File: src/rtl/mult_err_pkg.sv
// Shared types and default constants for the approximate-multiplier error monitor.
package mult_err_pkg;

  // Run-control states of the monitor.
  typedef enum logic [2:0] {
    IDLE  = 3'd0,
    RUN   = 3'd1,
    DRAIN = 3'd2,
    DIV   = 3'd3,
    DONE  = 3'd4
  } state_t;

  // Default sizing for an 8x8 multiplier characterisation run.
  localparam int DEF_WIDTH     = 16;
  localparam int DEF_N_SAMPLES = 10000;
  localparam int DEF_CNT_W     = 14;
  localparam int DEF_SUM_W     = 32;

  // Largest 8x8 product (255*255); software divides MED by this to get MNED.
  localparam int PROD_8X8_MAX  = 65025;

endpackage

File: src/rtl/mult_error_monitor_seq_udiv.sv
// Sequential restoring unsigned divider: one quotient bit per cycle, W cycles per divide.
// done pulses for one cycle in the same cycle the final quotient appears.
module seq_udiv #(
  parameter int W = 32
) (
  input  logic         clk,
  input  logic         rst_n,
  input  logic         start,
  input  logic [W-1:0] dividend,
  input  logic [W-1:0] divisor,
  output logic [W-1:0] quotient,
  output logic         done
);

  localparam int CW = $clog2(W + 1);

  logic [W-1:0]  rem;
  logic [W-1:0]  quo;
  logic          active;
  logic [CW-1:0] bits_left;
  logic [W:0]    rem_shift;
  logic [W:0]    rem_sub;

  // The partial remainder is always below the divisor, so the shifted value's trial
  // subtraction borrows (top bit set) exactly when the divisor does not fit.
  assign rem_shift = {rem, quo[W-1]};
  assign rem_sub   = rem_shift - {1'b0, divisor};
  assign quotient  = quo;

  // Load operands on start, then shift in one quotient bit per cycle until all W are done.
  always_ff @(posedge clk or negedge rst_n) begin
    if (!rst_n) begin
      rem       <= '0;
      quo       <= '0;
      active    <= 1'b0;
      bits_left <= '0;
      done      <= 1'b0;
    end else begin
      done <= 1'b0;
      if (start) begin
        rem       <= '0;
        quo       <= dividend;
        active    <= 1'b1;
        bits_left <= CW'(W);
      end else if (active) begin
        if (!rem_sub[W]) begin
          rem <= rem_sub[W-1:0];
          quo <= {quo[W-2:0], 1'b1};
        end else begin
          rem <= rem_shift[W-1:0];
          quo <= {quo[W-2:0], 1'b0};
        end
        bits_left <= bits_left - CW'(1);
        if (bits_left == CW'(1)) begin
          active <= 1'b0;
          done   <= 1'b1;
        end
      end
    end
  end

endmodule

File: src/rtl/mult_error_monitor.sv
// Receiver/checker for approximate-multiplier characterisation: accumulates error
// statistics over N_SAMPLES (exact, approximate) pairs, then divides out the MED.
module mult_error_monitor
  import mult_err_pkg::*;
#(
  parameter int WIDTH     = DEF_WIDTH,
  parameter int N_SAMPLES = DEF_N_SAMPLES,
  parameter int CNT_W     = DEF_CNT_W,
  parameter int SUM_W     = DEF_SUM_W
) (
  input  logic             clk,
  input  logic             rst_n,
  input  logic             start,
  input  logic             in_valid,
  output logic             in_ready,
  input  logic [WIDTH-1:0] exact,
  input  logic [WIDTH-1:0] apprx,
  output logic             busy,
  output logic             done,
  output logic [CNT_W-1:0] err_count,
  output logic [SUM_W-1:0] sum_ed,
  output logic [SUM_W-1:0] sum_abs_ed,
  output logic [WIDTH-1:0] max_ed,
  output logic [SUM_W-1:0] med
);

  state_t state, next_state;

  logic             accept, last_accept, stats_clear;
  logic             ready_nxt, busy_nxt, done_nxt, div_start_nxt;
  logic             div_start, div_done;
  logic [SUM_W-1:0] div_quotient;
  logic [CNT_W-1:0] sample_cnt;

  logic signed [WIDTH:0] diff_c;
  logic [WIDTH-1:0]      abs_c;
  logic                  s1_valid, s1_mismatch;
  logic signed [WIDTH:0] s1_diff;
  logic [WIDTH-1:0]      s1_abs;

  assign accept      = in_valid && in_ready;
  assign last_accept = accept && (sample_cnt == CNT_W'(N_SAMPLES - 1));
  assign stats_clear = start && ((state == IDLE) || (state == DONE));

  assign diff_c = {1'b0, exact} - {1'b0, apprx};
  assign abs_c  = (exact >= apprx) ? (exact - apprx) : (apprx - exact);

  // State register plus the registered handshake/status outputs derived from the next state.
  always_ff @(posedge clk or negedge rst_n) begin
    if (!rst_n) begin
      state     <= IDLE;
      in_ready  <= 1'b0;
      busy      <= 1'b0;
      done      <= 1'b0;
      div_start <= 1'b0;
    end else begin
      state     <= next_state;
      in_ready  <= ready_nxt;
      busy      <= busy_nxt;
      done      <= done_nxt;
      div_start <= div_start_nxt;
    end
  end

  // Run sequencing: start only counts from IDLE/DONE; the last accept ends the run.
  always_comb begin
    next_state = state;
    case (state)
      IDLE, DONE: if (start)       next_state = RUN;
      RUN:        if (last_accept) next_state = DRAIN;
      DRAIN:                       next_state = DIV;
      DIV:        if (div_done)    next_state = DONE;
      default:                     next_state = IDLE;
    endcase
  end

  // Output decode; the divider is kicked in the first DIV cycle, once the last
  // pair has reached the accumulators.
  always_comb begin
    ready_nxt     = (next_state == RUN);
    busy_nxt      = (next_state == RUN) || (next_state == DRAIN) || (next_state == DIV);
    done_nxt      = (next_state == DONE);
    div_start_nxt = (state == DRAIN);
  end

  // Count accepted pairs so the run ends after exactly N_SAMPLES transfers.
  always_ff @(posedge clk or negedge rst_n) begin
    if (!rst_n) begin
      sample_cnt <= '0;
    end else if (stats_clear) begin
      sample_cnt <= '0;
    end else if (accept) begin
      sample_cnt <= sample_cnt + CNT_W'(1);
    end
  end

  // Stage 1: register the signed difference, its magnitude and the mismatch flag.
  always_ff @(posedge clk or negedge rst_n) begin
    if (!rst_n) begin
      s1_valid    <= 1'b0;
      s1_diff     <= '0;
      s1_abs      <= '0;
      s1_mismatch <= 1'b0;
    end else begin
      s1_valid <= accept;
      if (accept) begin
        s1_diff     <= diff_c;
        s1_abs      <= abs_c;
        s1_mismatch <= (exact != apprx);
      end
    end
  end

  // Stage 2: fold each registered difference into the running statistics.
  always_ff @(posedge clk or negedge rst_n) begin
    if (!rst_n) begin
      err_count  <= '0;
      sum_ed     <= '0;
      sum_abs_ed <= '0;
      max_ed     <= '0;
    end else if (stats_clear) begin
      err_count  <= '0;
      sum_ed     <= '0;
      sum_abs_ed <= '0;
      max_ed     <= '0;
    end else if (s1_valid) begin
      err_count  <= err_count + CNT_W'(s1_mismatch);
      sum_ed     <= sum_ed + {{(SUM_W - WIDTH - 1){s1_diff[WIDTH]}}, s1_diff};
      sum_abs_ed <= sum_abs_ed + {{(SUM_W - WIDTH){1'b0}}, s1_abs};
      if (s1_abs > max_ed) begin
        max_ed <= s1_abs;
      end
    end
  end

  // Capture the quotient as the monitor enters DONE.
  always_ff @(posedge clk or negedge rst_n) begin
    if (!rst_n) begin
      med <= '0;
    end else if (stats_clear) begin
      med <= '0;
    end else if ((state == DIV) && div_done) begin
      med <= div_quotient;
    end
  end

  seq_udiv #(
    .W(SUM_W)
  ) u_div (
    .clk      (clk),
    .rst_n    (rst_n),
    .start    (div_start),
    .dividend (sum_abs_ed),
    .divisor  (SUM_W'(N_SAMPLES)),
    .quotient (div_quotient),
    .done     (div_done)
  );

endmodule

File: config.mk
export PLATFORM = sky130hd
export DESIGN_NAME = mult_error_monitor
export DESIGN_NICKNAME = d
export VERILOG_FILES = /design/src/rtl/mult_err_pkg.sv /design/src/rtl/mult_error_monitor_seq_udiv.sv /design/src/rtl/mult_error_monitor.sv
export SDC_FILE = /design/constraint.sdc
export NUM_CORES = 1
export LEC_CHECK = 0
export CAP_MARGIN = 0
export CORE_ASPECT_RATIO = 1.5
export CORE_MARGIN = 2
export CORE_UTILIZATION = 52
export DETAILED_ROUTE_END_ITERATION = 16
export HOLD_SLACK_MARGIN = 0.05
export PLACE_DENSITY = 0.84
export SYNTH_ARGS = -nofsm -noshare
export SYNTH_HDL_FRONTEND = slang
export SYNTH_SLANG_ARGS = --single-unit
File: constraint.sdc
create_clock -name clk -period 2.9 [get_ports clk]
set_input_delay 0.58 -clock clk [delete_from_list [all_inputs] [get_ports clk]]
set_output_delay 0.58 -clock clk [all_outputs]
set_load 0.01 [all_outputs]
Fig. 1: run 1, signal wires on met1
The bar under the picture is 50 um long.
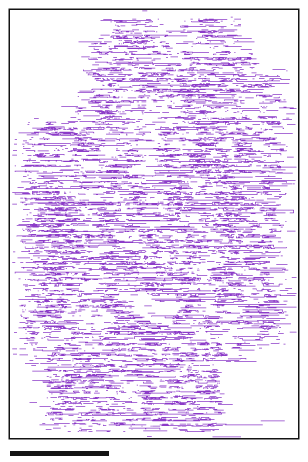
The longest straight run is 38.2 um. The layer holds 38% of the routed length. The wires run mostly horizontal.

Fig. 2: run 1, metal 2
The bar under the picture is 50 um long. Cells faint in the background.
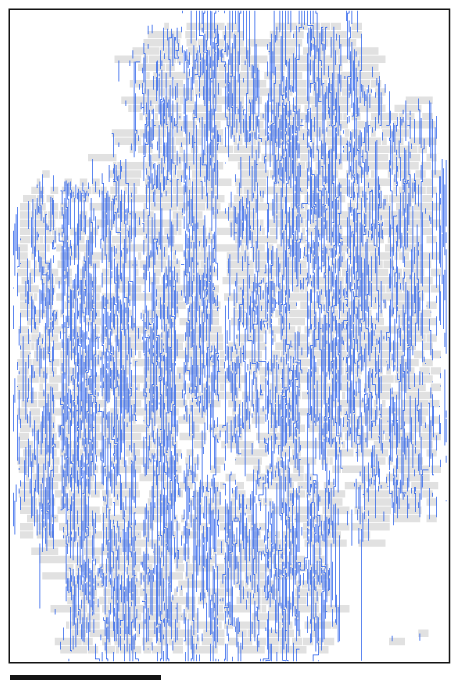
1860 nets have wire on it. The layer carries 23.4 mm of wire. The wires run mostly vertical. The longest straight run is 65.3 um.
Final Routed Wirelength: 44050 um
global-route track usage on met2: 51.90%
total vias in the final route: 13991

==> qor.log, run 1 <==
INFO  placed_design  placed_cells_incl_taps=2326
INFO  global_routing grt_pass1_vias=14318
INFO  floorplanning  num_rows=77
INFO  logic_synthesis syn_area=0.01561mm^2
INFO  logic_synthesis synth-async-reset-ratio=100.0%
INFO  clocking       ctsLongestPathBuffers=3
INFO  finish         layout_top_cells=sky130_fd_sc_hd__dfrtp_1 (249), sky130_fd_sc_hd__nor2_1 (176), sky130_fd_sc_hd__buf_4 (157)
INFO  job            stage_log_warnings=44
INFO  critical_path  critical_path.top_delay_family=AND-OR/OR-AND gates
INFO  finish         num-fill-cells=2271
INFO  floorplanning  die.size.x=145.5um
INFO  drt            drt_iter0_drc=862
INFO  logic_synthesis simple_gate_area_share=16.68%
INFO  power          reported_net_switching_power=6.385mW
INFO  power          ir_worst_vdd=433.2uV
INFO  logic_synthesis mappedNetlistNets=1833
INFO  power          total_sequential_power=5.02mW
INFO  drt            avgViaCountPerCell=5.879
INFO  finish         layout_top_cell_excl_fill_tap=sky130_fd_sc_hd__dfrtp_1
INFO  finish         finish.instance_area=0.02015mm^2
INFO  drt            drc=0
INFO  global_routing wire_length_of_the_first_global_routing_pass=71950um
INFO  power          share_seq_of_total_power=30.0%
INFO  critical_path  critical_path.cell_chain=buf_6 > buf_6 > ha_4 > inv_2 > fa_2 > nor2b_2 > o21ai_2 > a21boi_2 > o31a_1 > o211a_4 > buf_6 > o311a_4 > o21ai_2 > mux2i_1
INFO  power          power.switching_fraction=38.17%
INFO  clocking       insertion_delay_at_the_late_pin_of_the_worst_skew_pair=530ps
INFO  critical_path  cp_max_fo=2
INFO  critical_path  critical_path.startpoint_type=flop
INFO  floorplanning  ios=165
INFO  logic_synthesis commonest_cells_in_the_netlist=sky130_fd_sc_hd__dfrtp_1 (253), sky130_fd_sc_hd__nor2_1 (179), sky130_fd_sc_hd__nand2_1 (155)
INFO  hold_path      worst_hold_path.endpoint=med[14]$_DFFE_PN0P_
INFO  critical_path  timing.setup.critical_path_class=flop to flop
INFO  power          p_clk_share=21.1%
INFO  placed_design  placement.setup.worst_slack=-691.7ps
INFO  critical_path  worstPathArrival=3350ps
INFO  logic_synthesis numSynthFlops=253
INFO  logic_synthesis post_synth_num_cell_types=78
INFO  placed_design  gp_congestion=0.9736
INFO  critical_path  worst_r2r_path_depth=14
INFO  floorplanning  initial_utilization=52.97%
INFO  power          internal_power=10.34mW
INFO  critical_path  worstSetupEndpointType=flop
INFO  status         outcome=completed
INFO  power          comb-power=8.18mW
INFO  timing         setup_viol=0
INFO  drt            drt_pre_antenna_iters=5
Fig. 3: run 1, the metal 3 layer
The bar under the picture is 50 um long. Cells faint in the background.
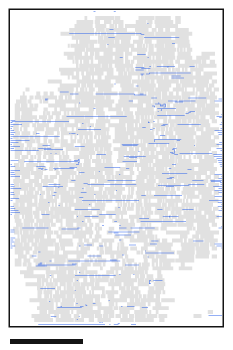
The layer carries 1750 um of wire. The wires run mostly horizontal. 223 nets have wire on it. The layer holds 4.0% of the routed length. The longest straight run is 49.0 um.

Fig. 4: run 1, the metal 4 layer
The bar under the picture is 50 um long.
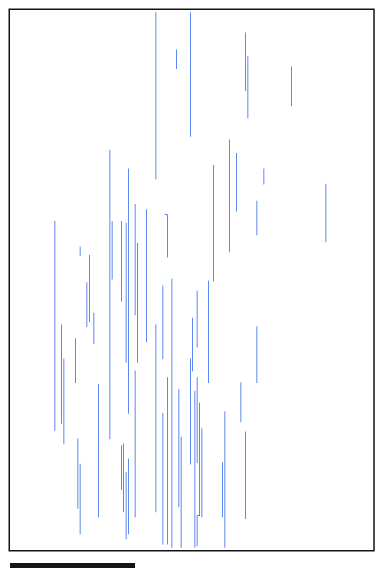
The layer carries 2220 um of wire. The layer holds 5.0% of the routed length.

==> run 1: registers in the layout (all words and copies together) (netlist names), 3 cells and up <==
register         cells
u_div.bits_left      6
sum_ed              32
u_div.rem           32
s1_abs              15
med                 32
max_ed              16
s1_diff             17
sample_cnt          14
u_div.quotient      32
err_count           14
sum_abs_ed          32
state                3
==> run 1: cell type report <==
class | count | area [um^2] | share of cell area, %
clock buffers | 34 | 739.5 | 3.670
clock inverters | 10 | 155.1 | 0.7699
inverters | 81 | 304.0 | 1.509
multi-input cells | 1272 | 9051 | 44.92
flip-flops and latches | 253 | 6339 | 31.46
well taps | 395 | 494.2 | 2.453
repair buffers | 335 | 3068 | 15.23
==> run 1: worst max path at each step <==
| stage | from | to | slack [ps] | cells after the start |
|---|---|---|---|---|
| finish | s1_diff[0]$_DFFE_PN0P_ | sum_abs_ed[20]$_DFFE_PN0P_ | 2 | 14 |
| global route | s1_diff[0]$_DFFE_PN0P_ | sum_abs_ed[20]$_DFFE_PN0P_ | -90 | 14 |
| CTS | s1_diff[0]$_DFFE_PN0P_ | sum_abs_ed[24]$_DFFE_PN0P_ | 0.8 | 13 |
| detailed placement | apprx[0] | s1_abs[12]$_DFFE_PN0P_ | -690 | 13 |
| global placement | exact[0] | s1_abs[13]$_DFFE_PN0P_ | -590 | 14 |
| floorplan | exact[0] | s1_abs[11]$_DFFE_PN0P_ | -10 | 11 |
==> run 1: cell families after synthesis <==
group | after synthesis
AND-OR/OR-AND | 424
XOR/XNOR | 105
adder cells (fa/ha/maj) | 104
buffers and inverters | 168
flip-flops | 253
multiplexers | 95
AND/OR/NAND/NOR | 544
==> run 1: layer usage <==
metal | GRT usage (%) | vias up
li1 | - | 6581
met1 | 31.10 | 6860
met2 | 51.90 | 431
met3 | 2.758 | 119
met4 | 13.01 | 0
met5 | 0 | -
## Run 2: what changed since run 1
==> constraint.sdc (replaced) <==
create_clock -name clk -period 2.9 [get_ports clk]
set_input_delay 0.58 -clock clk [delete_from_list [all_inputs] [get_ports clk]]
set_output_delay 0.58 -clock clk [all_outputs]
set_load 0.005 [all_outputs]
Fig. 5: run 2, the metal 4 layer
The bar under the picture is 50 um long.
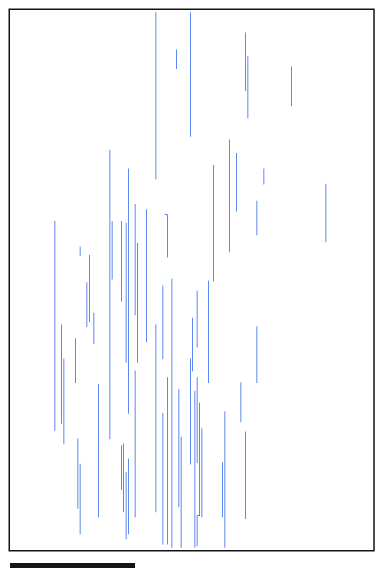
49 nets have wire on it. The wires run mostly vertical. The layer carries 2220 um of wire.

==> run 2 against run 1 <==
Net effect:
- clock power about the same
- die area stayed put
- fmax unchanged
- worst hold slack unchanged
- count of clock-buffer cells in the layout unchanged
- largest power group unchanged
- highest routed layer unchanged
==> qor.log, run 2 <==
INFO  status         outcome=completed
INFO  logic_synthesis commonest_cells_in_the_netlist=sky130_fd_sc_hd__dfrtp_1 (253), sky130_fd_sc_hd__nor2_1 (179), sky130_fd_sc_hd__nand2_1 (155)
INFO  critical_path  critical_path.startpoint_type=flop
INFO  drt            avgViaCountPerCell=5.879 [unchanged]
INFO  drt            drc=0 [unchanged]
INFO  critical_path  worstSetupEndpointType=flop
INFO  floorplanning  ios=165 [unchanged]
INFO  global_routing gr_layer_usage_met1=31.10% [unchanged]
INFO  power          reported_net_switching_power=6.190mW [-3.1%]
INFO  floorplanning  num_rows=77 [unchanged]
INFO  power          p_clk_share=21.4% [+0.3 points]
INFO  power          ir_worst_vdd=430.9uV [-0.54%]
INFO  finish         layout_top_cell_excl_fill_tap=sky130_fd_sc_hd__dfrtp_1
INFO  floorplanning  initial_utilization=52.97% [unchanged]
INFO  critical_path  worst_r2r_path_depth=14 [unchanged]
INFO  global_routing grt_pass1_vias=14318 [unchanged]
INFO  placed_design  gp_congestion=0.9736 [unchanged]
INFO  clocking       ctsLongestPathBuffers=3 [unchanged]
INFO  power          comb-power=7.98mW [-2.4%]
INFO  critical_path  cp_max_fo=2 [unchanged]
INFO  hold_path      worst_hold_path.endpoint=med[14]$_DFFE_PN0P_
INFO  timing         setup_viol=0 [unchanged]
INFO  logic_synthesis simple_gate_area_share=16.68% [unchanged]
INFO  placed_design  placed_cells_incl_taps=2326 [unchanged]
INFO  global_routing gr-usage-met3=2.758% [unchanged]
INFO  drt            vias=13991 [unchanged]
INFO  global_routing wire_length_of_the_first_global_routing_pass=71950um [unchanged]
INFO  critical_path  critical_path.cell_chain=buf_6 > buf_6 > ha_4 > inv_2 > fa_2 > nor2b_2 > o21ai_2 > a21boi_2 > o31a_1 > o211a_4 > buf_6 > o311a_4 > o21ai_2 > mux2i_1
INFO  critical_path  timing.setup.critical_path_class=flop to flop
INFO  critical_path  critical_path.top_delay_family=AND-OR/OR-AND gates
INFO  clocking       tritoncts=yes
INFO  drt            drt_pre_antenna_iters=5 [unchanged]
INFO  power          power.switching_fraction=37.45% [-0.71 points]
INFO  clocking       insertion_delay_at_the_late_pin_of_the_worst_skew_pair=530ps [about the same]
INFO  global_routing grt_util_met2=51.90% [unchanged]
INFO  drt            routed_wirelength=44050um [unchanged]
INFO  power          internal_power=10.34mW [about the same]
INFO  job            stage_log_warnings=44 [unchanged]
INFO  finish         layout_top_cells=sky130_fd_sc_hd__dfrtp_1 (249), sky130_fd_sc_hd__nor2_1 (176), sky130_fd_sc_hd__buf_4 (157)
INFO  power          share_seq_of_total_power=30.4% [+0.4 points]
INFO  critical_path  critical_path.startpoint=s1_diff[0]$_DFFE_PN0P_
INFO  global_routing global_route_layer_with_the_greatest_usage=met2
INFO  floorplanning  die.size.x=145.5um [unchanged]
INFO  logic_synthesis syn_area=0.01561mm^2 [unchanged]
INFO  placed_design  placement.setup.worst_slack=-691.7ps [unchanged]
INFO  critical_path  worstPathArrival=3350ps [about the same]
INFO  power          total_sequential_power=5.02mW [about the same]
INFO  placed_design  dp_hpwl=32050um
INFO  drt            drt_iter0_drc=862 [unchanged]
==> run 2: cell counts after synthesis <==
Identical to the previous run, type by type.
==> run 2: how the worst max path moves through the flow <==
stage                            endpoint  slack, ps  cells after the start
6_report       sum_abs_ed[20]$_DFFE_PN0P_          2                     14
5_1_grt        sum_abs_ed[20]$_DFFE_PN0P_        -90                     14
4_1_cts        sum_abs_ed[24]$_DFFE_PN0P_        0.8                     13
3_5_place_dp       s1_abs[12]$_DFFE_PN0P_       -690                     13
3_3_place_gp       s1_abs[13]$_DFFE_PN0P_       -590                     14
2_1_floorplan      s1_abs[11]$_DFFE_PN0P_        -10                     11
==> run 2: metrics by stage <==
stage	power, mW	hold slack [ps]	setup TNS, ps
after CTS	16.20	501.8	0
final	16.53	497.9	0
after global placement	12.26	477.2	-10800
after floorplan	9.224	284.4	-14.83
after detailed placement	12.50	481.4	-13090
after global routing	17.58	516.0	-392.7
==> run 2: routing by layer <==
layer / routed length [um] / part of all wire [%] / up-vias
li1: - / - / 6581
met1: 16700 / 38 / 6860
met2: 23380 / 53 / 431
met3: 1747 / 4.0 / 119
met4: 2221 / 5.0 / 0
met5: 0 / 0 / -
==> run 2: timing repair <==
item	4_1_cts	5_1_grt
endpoints found under the setup margin	25	42
hold buffers	1	0
gates cloned	1	0
endpoints found under the hold margin	43	0
pin swaps	11	42
buffers inserted	2	7
resized	23	82
==> run 2: final cells by class <==
type / count / area [um^2]
clock buffers: 34 / 739.5
clock inverters: 10 / 155.1
well taps: 395 / 494.2
fillers: 2271 / 9330
flip-flops and latches: 253 / 6339
repair buffers: 335 / 3068
multi-input cells: 1272 / 9051
inverters: 81 / 304.0
Power figures rest on the tool's default switching activity, not on a simulated workload.
